[src/rtl/ram_pkg.sv]
// Shared types and defaults for the RAM access controller and its cell array.
// The enum is one-hot, so any corrupted state value is caught by the controller's default arm.
package ram_pkg;

   localparam int RAM_DATA_W = 8;
   localparam int RAM_ADDR_W = 4;

   typedef enum logic [4:0] {
      RAM_ST_IDLE   = 5'b00001,
      RAM_ST_WRITE  = 5'b00010,
      RAM_ST_READ   = 5'b00100,
      RAM_ST_RESP   = 5'b01000,
      RAM_ST_VERIFY = 5'b10000
   } ram_state_t;

endpackage

[src/rtl/ram_access_ctrl.sv]
// Request-side controller for the RAM cell array: one request in flight, single-cycle strobes.
// Define RAM_READBACK_EN to add a VERIFY cycle after each write and a sticky wr_err flag.
module ram_access_ctrl
   import ram_pkg::*;
#(
   parameter int DATA_W = RAM_DATA_W,
   parameter int ADDR_W = RAM_ADDR_W
) (
   input  logic              clk,
   input  logic              rst_n,
   input  logic              req_valid,
   output logic              req_ready,
   input  logic              req_we,
   input  logic [ADDR_W-1:0] req_addr,
   input  logic [DATA_W-1:0] req_wdata,
   output logic              rsp_valid,
   input  logic              rsp_ready,
   output logic [DATA_W-1:0] rsp_rdata,
   output logic              mem_write_en,
   output logic              mem_read_en,
   output logic [ADDR_W-1:0] mem_addr,
   output logic [DATA_W-1:0] mem_write_data,
   input  logic [DATA_W-1:0] mem_read_data,
   output logic              wr_err
);

   ram_state_t        state_q, state_d;
   logic [ADDR_W-1:0] mem_addr_q, mem_addr_d;
   logic [DATA_W-1:0] mem_wdata_q, mem_wdata_d;
   logic [DATA_W-1:0] rsp_rdata_q, rsp_rdata_d;
`ifdef RAM_READBACK_EN
   logic              wr_err_q, wr_err_d;
`endif

   always_comb begin
      state_d      = state_q;
      mem_addr_d   = mem_addr_q;
      mem_wdata_d  = mem_wdata_q;
      rsp_rdata_d  = rsp_rdata_q;
`ifdef RAM_READBACK_EN
      wr_err_d     = wr_err_q;
`endif
      req_ready    = 1'b0;
      rsp_valid    = 1'b0;
      mem_write_en = 1'b0;
      mem_read_en  = 1'b0;
      case (state_q)
         RAM_ST_IDLE: begin
            req_ready = 1'b1;
            if (req_valid) begin
               mem_addr_d  = req_addr;
               mem_wdata_d = req_wdata;
               state_d     = req_we ? RAM_ST_WRITE : RAM_ST_READ;
            end
         end
         RAM_ST_WRITE: begin
            mem_write_en = 1'b1;
`ifdef RAM_READBACK_EN
            state_d      = RAM_ST_VERIFY;
`else
            state_d      = RAM_ST_IDLE;
`endif
         end
         RAM_ST_READ: begin
            mem_read_en = 1'b1;
            rsp_rdata_d = mem_read_data;
            state_d     = RAM_ST_RESP;
         end
         RAM_ST_RESP: begin
            rsp_valid = 1'b1;
            if (rsp_ready) state_d = RAM_ST_IDLE;
         end
`ifdef RAM_READBACK_EN
         RAM_ST_VERIFY: begin
            // Same address is still on mem_addr, so the array returns what was just stored.
            mem_read_en = 1'b1;
            if (mem_read_data != mem_wdata_q) wr_err_d = 1'b1;
            state_d     = RAM_ST_IDLE;
         end
`endif
         default: state_d = RAM_ST_IDLE;
      endcase
   end

   always_ff @(posedge clk or negedge rst_n) begin
      if (!rst_n) begin
         state_q     <= RAM_ST_IDLE;
         mem_addr_q  <= '0;
         mem_wdata_q <= '0;
         rsp_rdata_q <= '0;
      end else begin
         state_q     <= state_d;
         mem_addr_q  <= mem_addr_d;
         mem_wdata_q <= mem_wdata_d;
         rsp_rdata_q <= rsp_rdata_d;
      end
   end

`ifdef RAM_READBACK_EN
   always_ff @(posedge clk or negedge rst_n) begin
      if (!rst_n) wr_err_q <= 1'b0;
      else        wr_err_q <= wr_err_d;
   end
   assign wr_err = wr_err_q;
`else
   assign wr_err = 1'b0;
`endif

   assign mem_addr       = mem_addr_q;
   assign mem_write_data = mem_wdata_q;
   assign rsp_rdata      = rsp_rdata_q;

endmodule
[config.mk]
export PLATFORM = sky130hd
export DESIGN_NAME = ram_access_ctrl
export DESIGN_NICKNAME = d
export VERILOG_FILES = /design/src/rtl/ram_pkg.sv /design/src/rtl/ram_access_ctrl.sv
export SDC_FILE = /design/constraint.sdc
export NUM_CORES = 1
export LEC_CHECK = 0
export CAP_MARGIN = 20
export CELL_PAD_IN_SITES_DETAIL_PLACEMENT = 0
export CELL_PAD_IN_SITES_GLOBAL_PLACEMENT = 1
export CORE_MARGIN = 2
export CORE_UTILIZATION = 32
export CTS_CLUSTER_DIAMETER = 100
export DETAILED_ROUTE_END_ITERATION = 10
export PLACE_DENSITY_LB_ADDON = 0.1
export SLEW_MARGIN = 40
export SYNTH_ARGS = -nofsm -noshare
export SYNTH_HDL_FRONTEND = slang
export SYNTH_SLANG_ARGS = --single-unit
[constraint.sdc]
create_clock -name clk -period 2.95 [get_ports clk]
set_input_delay 0.295 -clock clk [delete_from_list [all_inputs] [get_ports clk]]
set_output_delay 0.295 -clock clk [all_outputs]
set_load 0.005 [all_outputs]
==> notes.org, run 1 <==
* Flow results

** Outcome
- Outcome :: complete, no violations

** CTS
- The tree is rooted in a clkbuf_4.
- Insertion delay at the late pin of the worst-skew pair :: 0.30 ns

** Critical path
- Category of the critical setup timing path :: reg2out
- Delay contributed by the slowest stage of the critical path :: 0.58 ns

** Place
- Setup slack on the worst path after placement came out at 1.25 ns.
- Input and output buffers added on the ports amount to 48.

** Final layout
- After layout, the buffer instance count without clock buffers stands at 50.
- Counting the inverters off the clock network in the layout gives 1.
- Combined area of the multi-input logic cells :: 353 µm²
- Share of final-layout standard cells stronger than drive strength 1 :: 27.5%
- Sequential cells placed in the final layout were counted as 24.
- Combinational gate count :: 30

** Run
- Number of max-cap violations :: 0

** Power
- The analysis reports a worst IR drop on VDD of between 200 and 300 µV.
- Relative contribution of sequential cells to total power :: 44.1%
- The power report lists cell-internal power as 898 µW.
- The clock network accounts for 14.2% of the total power.

** Worst hold path
- The worst hold path belongs to the class in2async.

** Drt
- The routed design shows a wire length per standard cell of 12.7 µm.
- Average vias per placed instance :: ~4.7

** Yosys
- Cell count listed in synth_stat.txt :: 58
- Yosys reports a chip area of around 980 µm².
- After synthesis, the netlist uses 16 different library cells.
- For reference, simple AND, OR, NAND and NOR cells occupy 6.79% of the area reported after synthesis.
- Dominant combinational cell family by area after synthesis :: multiplexers
- Ranking of synthesized cells by area :: dfrtp_1 59%, mux2_4 14%, mux2_2 13%
- Counting every instance in the synthesized netlist gives 58.

** Global routing
- Pin count of the biggest net entering global routing :: 25
- Most utilized layer in the global route result :: met2
- Number of antenna violations at the first check in global routing :: 0

** STA
- Per the timing report, the achievable frequency comes out to 489 MHz.
- Worst Slack Setup Final :: 0.906 ns
- Setup TNS after final layout :: 0 ns
- The final timing report lists a hold violation count of 0.
- RSZ-0062 raised after global routing :: false
- Max_slew headroom :: 65.3%

** Floorplanning
- Across the placement rows, the number of tap cells is 33.
- According to the floorplan report, the total die area is 3510 µm².
==> run 1: flip-flops by register name, summed over array words and instances, names as in the netlist <==
name / cells
mem_write_data: 8
rsp_rdata: 8
mem_addr: 4
state_q: 4
==> run 1: placed cells by master (no fill, tap or decap), types with 2 or more instances in the layout <==
cell type,Yosys,layout
nor4b_1,3,2
dfrtp_1,23,23
mux2_2,11,11
mux2_4,9,9
clkdlybuf4s50_1,0,47
clkbuf_4,0,3
==> run 1: path summary, 6_finish.rpt <==
| kind | endpoint | slack (ns) | cells past startpoint |
|---|---|---|---|
| max in group asynchronous | state_q[0]$_DFFE_PN1P_ | 2.10 | 2 |
| min in group clk | rsp_rdata[7]$_DFFE_PN0P_ | 0.52 | 1 |
| max | req_ready | 0.91 | 2 |
| min | mem_write_data[5]$_DFFE_PN0P_ | 0.48 | 2 |
| min reg2reg | rsp_rdata[7]$_DFFE_PN0P_ | 0.52 | 1 |
| max reg2reg | mem_write_data[7]$_DFFE_PN0P_ | 1.27 | 3 |
==> run 1: power by group through the flow <==
| stage | Combinational (µW) | Sequential, µW | Clock (µW) |
|---|---|---|---|
| finish | 492 | 519 | 167 |
| global route | 532 | 541 | 192 |
| CTS | 501 | 523 | 176 |
| detailed placement | 497 | 528 | 0 |
| global placement | 496 | 524 | 0 |
| floorplan | 185 | 536 | 0 |
==> run 1: critical path: cells and delay by family, from the launching register on <==
kind / cells / cell delay [ns]
buffers and inverters: 1 / 0.56
DFF: 1 / 0.58
and+or+nand+nor: 1 / 0.30
==> run 1: through the flow <==
step | hold slack, ns | std cells | instance area, µm²
finish | 0.481 | 142 | 1530
floorplan | -0.000591 | 58 | 976
global route | 0.526 | 142 | 1530
CTS | 0.490 | 142 | 1530
detailed placement | 0.305 | 137 | 1480
global placement | 0.489 | 137 | 1490
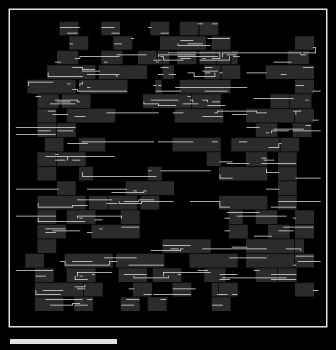
*M1 wires, run 1*
Scale bar: 20 µm. Cells faint in the background.
nets with wire on the layer = 109
main direction = horizontal
number of vias after detailed routing: 661
met1 Use GR: 12.0%
wirelength, routed: 1.81 mm

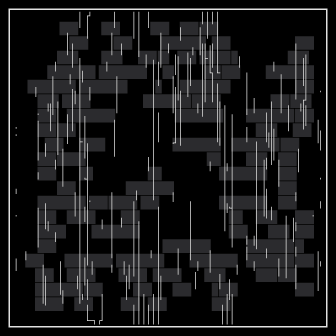
*Met2 routing, run 1*
Cells faint in the background.
main direction = vertical
longest straight run = 45.9 µm
wire length on this layer = 877 µm
routing usage on met2: 18.8%

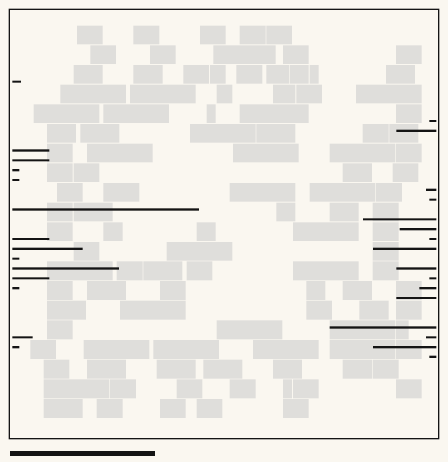
*Metal 3, run 1*
Scale bar: 20 µm. Cells faint in the background.
longest straight run = 25.5 µm
main direction = horizontal
share of all routed wire = 8.0%
nets with wire on the layer = 29
wire length on this layer = 145 µm

## Run 2: what changed since run 1
Settings changed: CORE_UTILIZATION 32 to 27.
Clock period 2.95 ns to 1.8 ns, I/O delays scaled along.
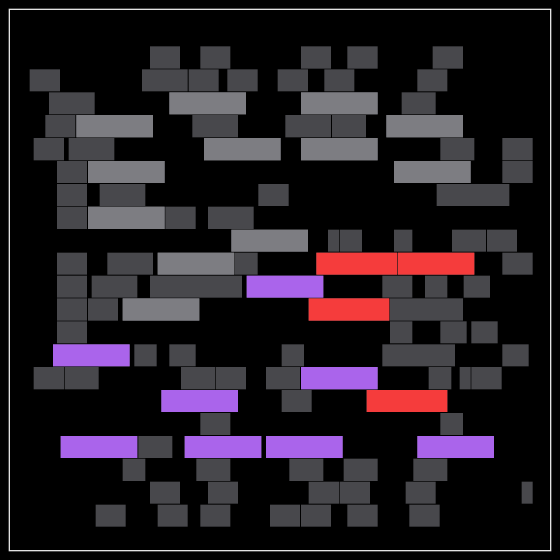
*Sequential cells grouped by signal name, run 2*
Other sequential cells in the stronger grey, the rest of the logic in the fainter grey.
purple -> `rsp_rdata`  # placed flops 8
red -> `state_q`  # placed flops 4
not coloured = 12
Power Sequential: 864 µW
post-layout utilization of the core: 47.2%

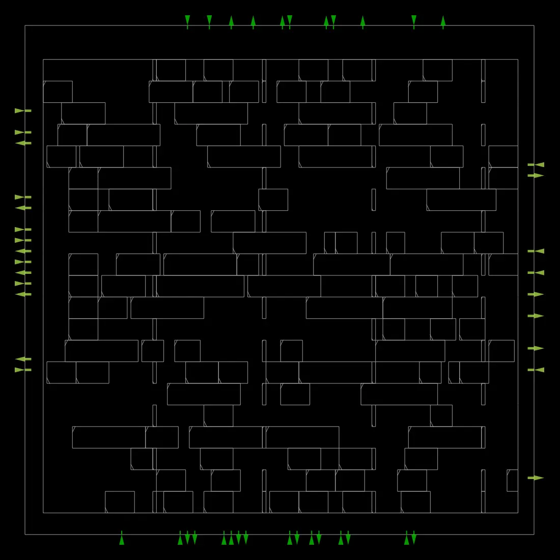
*Placement view, run 2*
count of fill cells added during filler insertion: 334
number of standard-cell rows in the floorplan: 21
Seq/total area: 37.5%
number of standard cells in the final layout excluding fillers: 158
flip-flops: 24

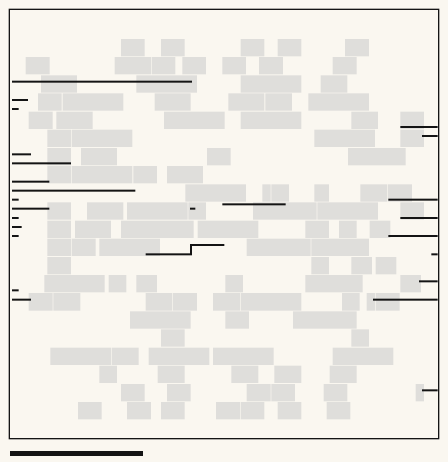
*Metal 3, run 2*
Scale bar: 20 µm. Cells faint in the background.
share of all routed wire = 7.1%
nets with wire on the layer = 24
longest straight run = 26.7 µm
main direction = horizontal
wire length on this layer = 140 µm
met3 GRT Util: 3.87%
number of vias after detailed routing: 644
wirelength, routed: 1.97 mm

==> notes.org, run 2 <==
* Flow results

** Power
- The part of the total power dissipated in sequential elements was 41.3% (-2.8 points).
- The worst voltage drop across the vdd grid is 617 µV (+110%).
- Part of the total power dissipated in the clock network :: 18.8% (+4.6 points)

** Critical path
- The setup path with the least slack is of type reg2out.
- Cell family with most CP delay :: flip-flops
- Crit path buf inv count :: 2 (+1)
- The biggest cell delay along the critical path came to 0.45 ns (-0.13 ns).

** Run
- The number of violations of the max-capacitance limit is 0 (unchanged).

** CTS
- The root buffer cell chosen for the clock tree is clkbuf_4.
- The clock latency reported for the late side of the worst-skew pair came to 0.32 ns (+0.02 ns).

** Place
- Placed instance area :: 1510 µm² (+1.9%)
- The tally of buffers added on design ports came to 48 (unchanged).
- The instance count after placement with tap cells included came to 151 (+10%).

** Final layout
- Ranking logic cells in the layout by count gives the top entries 44 x clkdlybuf4s50_1, 21 x dfrtp_1, 11 x mux2_2.
- Share of final-layout standard cells stronger than drive strength 1 :: 32.1% (+4.6 points)
- Dominant logic cell type in the layout :: clkdlybuf4s50_1
- Design area :: 1610 µm² (+5.5%)

** STA
- RSZ-0062 raised after global routing :: false
- Worst Slack Setup Final :: 0.126 ns (-0.780 ns)
- The total negative slack was 0 ns (unchanged).
- Achievable frequency :: 597 MHz

** Yosys
- Dominant combinational cell family by area after synthesis :: multiplexers
- Synth cell types :: 16 (unchanged)
- The simple-gate share of the synthesized area came to 6.79% (unchanged).
- Chip area line of the yosys report :: 976 µm² (unchanged)
- The count of mapped cells out of synthesis was 58 (unchanged).
- Ranking of synthesized cells by area :: dfrtp_1 59%, mux2_4 14%, mux2_2 13%

** Global routing
- In this run the most used layer during global routing was met2.
- The largest net degree at the start of global routing is 25 (unchanged).
- The initial antenna violation count was 0 (unchanged).
- Met1 Use GR :: 13.4% (+1.4 points)

** Outcome
- The flow ran to the end, and the final reports show no timing, DRC or antenna violations.

** Worst hold path
- In this run the worst hold path is classified as in2async.

** Floorplanning
- The total die area is 4110 µm² (+17%).

** Drt
- WL per Instance :: 12.5 µm (-1.9%)
- Average vias per placed instance :: 4.08 (-12%)
==> run 2: per-stage QoR <==
stage	util, %	hold WS (ns)
2_1_floorplan	-	-0.116
3_3_place_gp	44.2	0.488
3_5_place_dp	44.2	0.490
4_1_cts	47.1	0.196
5_1_grt	47.2	0.202
6_report	47.2	0.195
==> run 2: kinds of logic after synthesis <==
| family | after synthesis |
|---|---|
| AND/OR/NAND/NOR | 7 |
| AND-OR/OR-AND | 1 |
| other | 1 |
| multiplexers | 21 |
| buffers and inverters | 4 |
| flip-flops | 24 |
==> run 2: power by group through the flow <==
stage                     combinational (µW)  sequential, µW  clock (µW)
after floorplan                          304             878           0
after global placement                   818             869           0
after detailed placement                 826             869           0
after CTS                                847             867         411
after global routing                     891             895         436
final                                    833             864         392
==> run 2: timing repair <==
action	4_1_cts	5_1_grt
endpoints found under the setup margin	4	12
gates resized	9	1
buffers inserted	3	0
==> run 2: cell type report <==
type / instances / area (µm²) / area share [%]
clock buffer: 3 / 22.5 / 1.40
clock inverter: 1 / 30.0 / 1.86
inverter: 1 / 3.75 / 0.233
multi-input combinational: 30 / 382 / 23.7
sequential: 24 / 604 / 37.5
tap: 46 / 57.6 / 3.57
timing repair buffer: 53 / 513 / 31.8
==> run 2: worst paths after layout <==
kind | to | slack, ns | cells past startpoint
worst max-delay path | mem_read_en | 0.13 | 3
worst min-delay path | rsp_rdata[3]$_DFFE_PN0P_ | 0.19 | 2
worst max register to register | mem_addr[0]$_DFFE_PN0P_ | 0.16 | 5
worst min register to register | rsp_rdata[1]$_DFFE_PN0P_ | 0.52 | 1
max in group asynchronous | state_q[0]$_DFFE_PN1P_ | 1.32 | 2
min in group clk | state_q[2]$_DFFE_PN0P_ | 0.41 | 2
## Run 3: what changed since run 2
Settings changed: CORE_MARGIN 2 to 4, TNS_END_PERCENT set to 20.
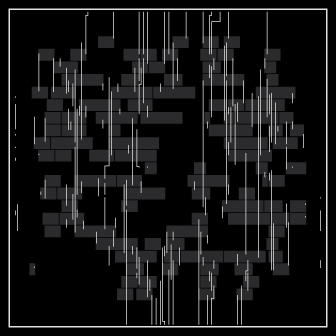
*Met2 routing, run 3*
Cells faint in the background.
main direction = vertical
nets with wire on the layer = 121
wire length on this layer = 983 µm
routing usage on met2: 16.0%
wirelength, routed: 2.02 mm
number of vias after detailed routing: 642

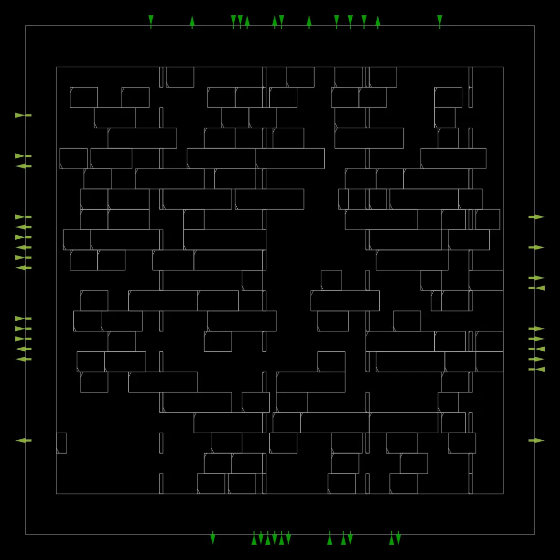
*Placement view, run 3*
CORE AREA: 3420 µm²
Seq/total area: 37.9%
number of standard cells in the final layout excluding fillers: 156
post-layout utilization of the core: 46.6%

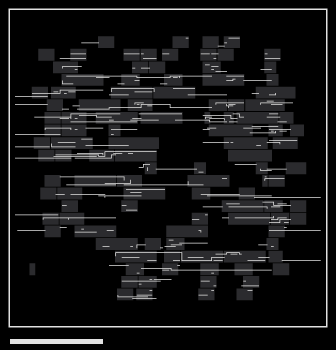
*M1 wires, run 3*
Scale bar: 20 µm. Cells faint in the background.
nets with wire on the layer = 111
main direction = horizontal
longest straight run = 21.6 µm
share of all routed wire = 44%
wire length on this layer = 881 µm
met1 Use GR: 12.0%

==> notes.org, run 3 <==
* Flow results

** Outcome
- Outcome :: complete, no violations

** Power
- The worst voltage drop across the vdd grid was 857 µV (+39%).
- The analysis attributes to cell leakage a power of 0.000725 µW.

** Place
- The instance count after placement with tap cells included came to 151 (unchanged).
- The tally of buffers added on design ports came to 48 (unchanged).
- The placement-stage cell area came to 1510 µm² (unchanged).

** Yosys
- Chip area line of the yosys report :: 976 µm² (unchanged)
- After synthesis, the largest area contributor takes up between 50% and 60% of total cell area.
- Share of flip-flops with an asynchronous set or reset after synthesis :: 100%
- By area the synthesized netlist is led by dfrtp_1 59%, mux2_4 14%, mux2_2 13%.
- Synth cell types :: 16 (unchanged)
- Gate count of the mapped netlist :: 58 (unchanged)

** Floorplanning
- The number of standard-cell rows in the floorplan was 21 (unchanged).
- Total die size :: 4640 µm² (+13%)

** Run
- Number of max-cap violations :: 0 (unchanged)

** STA
- The minimum setup slack in the final design is 0.188 ns (+0.0626 ns).
- Setup repair after global routing left no endpoint under its margin.
- Achievable frequency :: 621 MHz (+3.9%)
- Setup TNS after final layout :: 0 ns (unchanged)
- The final hold slack came to 0.202 ns (+0.00711 ns).

** Critical path
- CP Capture Type :: flip-flop
- Crit path buf inv count :: 1 (-1)
- Cell family with most CP delay :: flip-flops
- Worst-case register-to-register setup slack :: 0.19 ns (+0.03 ns)
- Delay contributed by the slowest stage of the critical path :: 0.61 ns (+0.16 ns)

** Worst hold path
- Type of the most critical hold path :: in2async

** CTS
- The clock latency reported for the late side of the worst-skew pair is 0.31 ns (about the same).
- CTS Root Buffer Type :: clkbuf_4

** Final layout
- By instance count after routing, the leading logic cell types are 44 x clkdlybuf4s50_1, 21 x dfrtp_1, 11 x mux2_2.
- Dominant logic cell type in the layout :: clkdlybuf4s50_1
- Design area :: 1590 µm² (-1.2%)
- The proportion of layout cells with a drive suffix above 1 came to 30.9% (-1.2 points).

** Global routing
- Number of antenna violations at the first check in global routing :: 0 (unchanged)
- Pin count of the biggest net entering global routing :: 25 (unchanged)

** Drt
- Average vias per placed instance :: 4.12 (+0.97%)
- WL per Instance :: 12.9 µm (+3.7%)
run 3: cells by family after synthesis:
group	synth area share, %
other	0.384
muxes	27.6
and+or+nand+nor	6.80
buffers and inverters	2.82
AOI/OAI and AO/OA	0.770
DFF	61.7
run 3: layer usage:
layer	up-vias	wire (µm)	global-route usage, %
met5	-	0	0
met4	0	21	4.47
met3	2	135	3.61
met2	25	982	16.0
met1	309	880	12.0
li1	306	-	-
run 3: path summary, 6_finish.rpt:
kind                                               start                            end  depth (start not counted)
hold reg to reg            mem_write_data[1]$_DFFE_PN0P_  mem_write_data[1]$_DFFE_PN0P_                          1
min in group clk                                  req_we         state_q[2]$_DFFE_PN0P_                          2
setup reg to reg                  state_q[0]$_DFFE_PN1P_  mem_write_data[5]$_DFFE_PN0P_                          4
setup / recovery                  state_q[0]$_DFFE_PN1P_  mem_write_data[5]$_DFFE_PN0P_                          4
hold / removal                                     rst_n         state_q[1]$_DFFE_PN0P_                          2
max in group asynchronous                          rst_n         state_q[0]$_DFFE_PN1P_                          2
run 3: timing repair:
item                       in CTS  in global routing
setup endpoints to repair       4                  8
hold buffers                    0                  0
gates resized                   7                  2
setup buffers                   1                  0
cloned                          0                  0
run 3: worst reg2reg max path: stages, from the launching register on:
cell and delay (ns):
dfstp_2 0.61, nor4b_4 0.22, buf_4 0.18, nand2_4 0.15, mux2_4 0.34
run 3: where the power goes:
part	internal, µW	switching, µW	total [µW]
clock network	225	164	389
registers	745	120	866
logic	612	211	823
run 3: final cells by class:
class                      instances  area, µm²
clock inverter                     1       30.0
sequential                        24        604
inverter                           1       3.75
tap                               46       57.6
clock buffer                       3       22.5
timing repair buffer              51        502
fill                             334       1820
multi-input combinational         30        373
No activity file was given, so power comes from the tool's default toggle rates.
